==> config.mk <==
export PLATFORM = sky130hd
export DESIGN_NAME = fft_meas_sched_flat
export DESIGN_NICKNAME = d
export VERILOG_FILES = /design/src/rtl/fft_meas_sched_if.sv /design/src/rtl/fft_meas_sched.sv /design/src/flat_wrapper.sv
export SDC_FILE = /design/constraint.sdc
export NUM_CORES = 1
export LEC_CHECK = 0
export ABC_AREA = 1
export CAP_MARGIN = 20
export CORE_MARGIN = 3
export CORE_UTILIZATION = 41
export DETAILED_ROUTE_END_ITERATION = 16
export GPL_TIMING_DRIVEN = 0
export HOLD_SLACK_MARGIN = 0.1
export SYNTH_ARGS = -nofsm -noshare
export SYNTH_HDL_FRONTEND = slang
export SYNTH_SLANG_ARGS = --single-unit
==> constraint.sdc <==
create_clock -name clk -period 2.6 [get_ports clk]
set_input_delay 0.39 -clock clk [delete_from_list [all_inputs] [get_ports clk]]
set_output_delay 0.39 -clock clk [all_outputs]
set_load 0.02 [all_outputs]
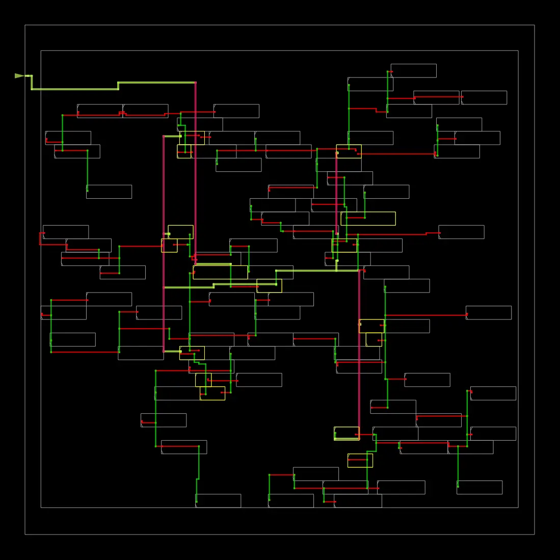
(images/final_clocks.png)
Clock Power: 1.04 mW
count of clock-net buffers in the final layout: 10
Worst Skew: 0.01033 ns

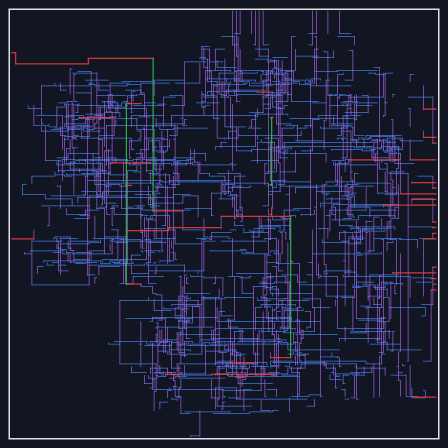
(images/metal_stack.png)
Key: green = met4 [wire length 131 um]; red = met3 [wire length 238 um]; purple = met2 [wire length 3,320 um]; blue = met1 [wire length 3,590 um]
number of vias in the routed layout: 2,942
All-Layer GR Usage: 0.1507
routed wire length per instance: 12.21 um
sum of routed wire length over all layers: 7276 um

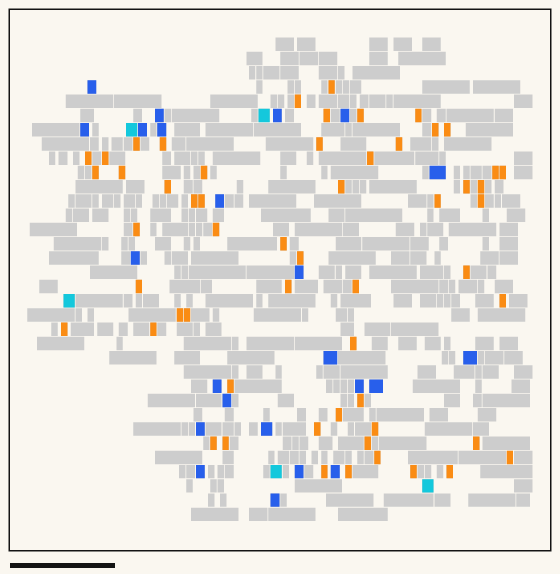
(images/gate_families.png)
The bar under the picture is 20 um long.
Key: orange = inverters [cells 56, most used inv_1]; blue = inverting AOI/OAI gates [cells 23, most used a21oi_1]; cyan = AND and OR gates [cells 5]
logic share of the area: 0.3692
most frequent logic cell in the layout: sky130_fd_sc_hd__nor2_1
non-filler cells in the finished layout: 596

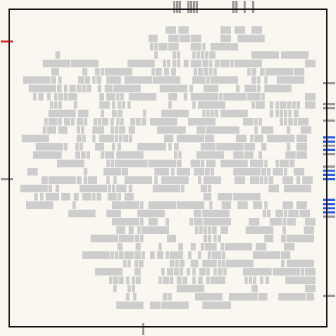
(images/pins.png)
Pins as bars across the die edge, other pins in gray.
Key: blue = bus_cap_addr [pins 10, direction output, edge east]; red = clk [pins 1, direction input, edge west]
All pins by edge: 19 east, 11 north, 2 west, 1 south.
Die Y-Extent: 103.1 um
x dimension of the die: 103.1 um
total of buffers placed on input and output ports: 32

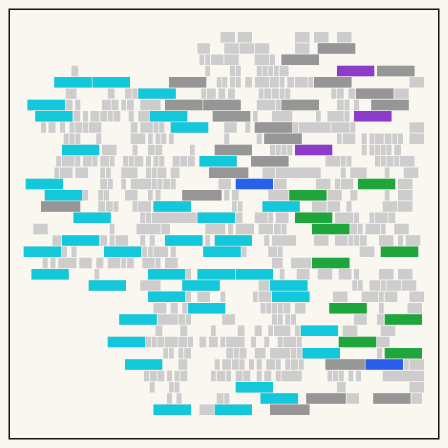
(images/registers.png)
Other sequential cells in the stronger gray, the rest of the logic in the fainter gray.
Key: purple = u_core.state_r [flops 3]; blue = u_core.g_deb.press_r [flops 2]; green = u_core.bus.cap_addr [flops 10]; cyan = u_core.g_deb.cnt_r [flops 40]
Another 22 sequential cells are not colored.
sequential share of cell area: 0.4216
sequential cell power: 1.22 mW
final design utilization: 0.5136
area used by sequential logic in the layout: 1934 um2

==> flow_metrics.env <==
# implementation run metrics
export IMPL_routabilityCongestion=0.8243
export IMPL_grt_pass1_wl_um=12780
export IMPL_switching_power_mw=0.5198
export IMPL_rsz_0062_raised_after_global_routing="false"
export IMPL_compound_area_frac=0.03495
export IMPL_final_min_period_over_clock_period=0.7106
export IMPL_postSynthSeqShare=0.5003
export IMPL_ctsHoldBuffers=1
export IMPL_drv_max_cap_violation_count=0
export IMPL_slew_limit_headroom=0.5655
export IMPL_count_of_final_hold_check_violations=0
export IMPL_holdPathStages=0
export IMPL_syn_nets=449
export IMPL_post_cts_setup_buffers=0
export IMPL_global_route_overflow_total=0
export IMPL_startpoint_type="flop"
export IMPL_power_density_cell_area_nw_per_um2=507.7
export IMPL_cts_sinks=77
export IMPL_layout_non_clock_buffers=38
export IMPL_grt_start_max_net_pins=50
export IMPL_largest_register_ff_count=40
export IMPL_number_of_enable_flip_flop_cells=0
export IMPL_global_route_peak_usage_layer="met2"
export IMPL_grt_pass1_vias=2849
export IMPL_synth_cells_most_frequent="sky130_fd_sc_hd__nor2_1, sky130_fd_sc_hd__dfrtp_1, sky130_fd_sc_hd__nand2_1"
export IMPL_timing_max_transition_violations_final=0
export IMPL_comb_power_share=0.031
export IMPL_number_of_openroad_warnings=26
export IMPL_layout_top_cells_excl_fill_tap="sky130_fd_sc_hd__nor2_1, sky130_fd_sc_hd__nand2_1, sky130_fd_sc_hd__dfrtp_1"
export IMPL_numCtsBuffers=9
export IMPL_avgSynthCellArea_um2=8.827
export IMPL_htreeDepth=3
export IMPL_crit_path_max_incr_delay_ns=0.65
export IMPL_nNetsFinal=494
export IMPL_coreArea_um2=8934
export IMPL_initialDrtViolationCount=103
export IMPL_finalPower_mw=2.330
export IMPL_non_clock_buffer_area_fraction=0.08345
export IMPL_power_internal_mw=1.810
export IMPL_topCombFamilyByArea="simple AND/OR/NAND/NOR gates"
export IMPL_highest_signal_layer="met4"
export IMPL_crit_path_max_delay_family="buffers and inverters"
export IMPL_timing_final_crit_period_ns=1.847
export IMPL_synth_top_cell_by_area="sky130_fd_sc_hd__dfrtp_1"
export IMPL_power_share_sequential=0.523
export IMPL_finalWorstSetupSlack_ns=0.7525
export IMPL_powerComb_mw=0.0734
export IMPL_tapCellCount=108
export IMPL_synth_cell_type_count=41
export IMPL_reg2reg_setup_slack_ns=0.84
export IMPL_cts_root_buf="sky130_fd_sc_hd__clkbuf_8"
export IMPL_synth_ff_latch_count=77
export IMPL_xor_area_frac=0.07702
export IMPL_yosys_mux_area_fraction=0.002589
export IMPL_power_leader="sequential cells"
export IMPL_final_hold_worst_slack_ns=0.3600
export IMPL_power_switching_fraction=0.2231
export IMPL_first_pass_iters=4
export IMPL_status="completed"
export IMPL_synth_stat_cells=438
export IMPL_placed_area_um2=4347
export IMPL_min_delay_path_class="reg -> reg"
export IMPL_cts_resized=0
export IMPL_drive_gt1_frac=0.1270
export IMPL_cp_arrival_ns=1.46
export IMPL_netlist_top_cells_area="sky130_fd_sc_hd__dfrtp_1, sky130_fd_sc_hd__nor2_1, sky130_fd_sc_hd__nand2_1, sky130_fd_sc_hd__xor2_1, sky130_fd_sc_hd__inv_1"
export IMPL_fin_area_um2=4588
export IMPL_worstPathBufferInverterCount=1
export IMPL_synth_dominant_cell_count="sky130_fd_sc_hd__nor2_1"
export IMPL_clock_latency_late_pin_ns=0.35
export IMPL_global_route_usage_met1=0.2052
export IMPL_r2r_worst_path_cells=8
export IMPL_critPathKind="reg -> out"
export IMPL_ys_sh_adder=0.01294
export IMPL_worst_endpoint_required_ns=2.21
Power and IR drop assume default switching activity.
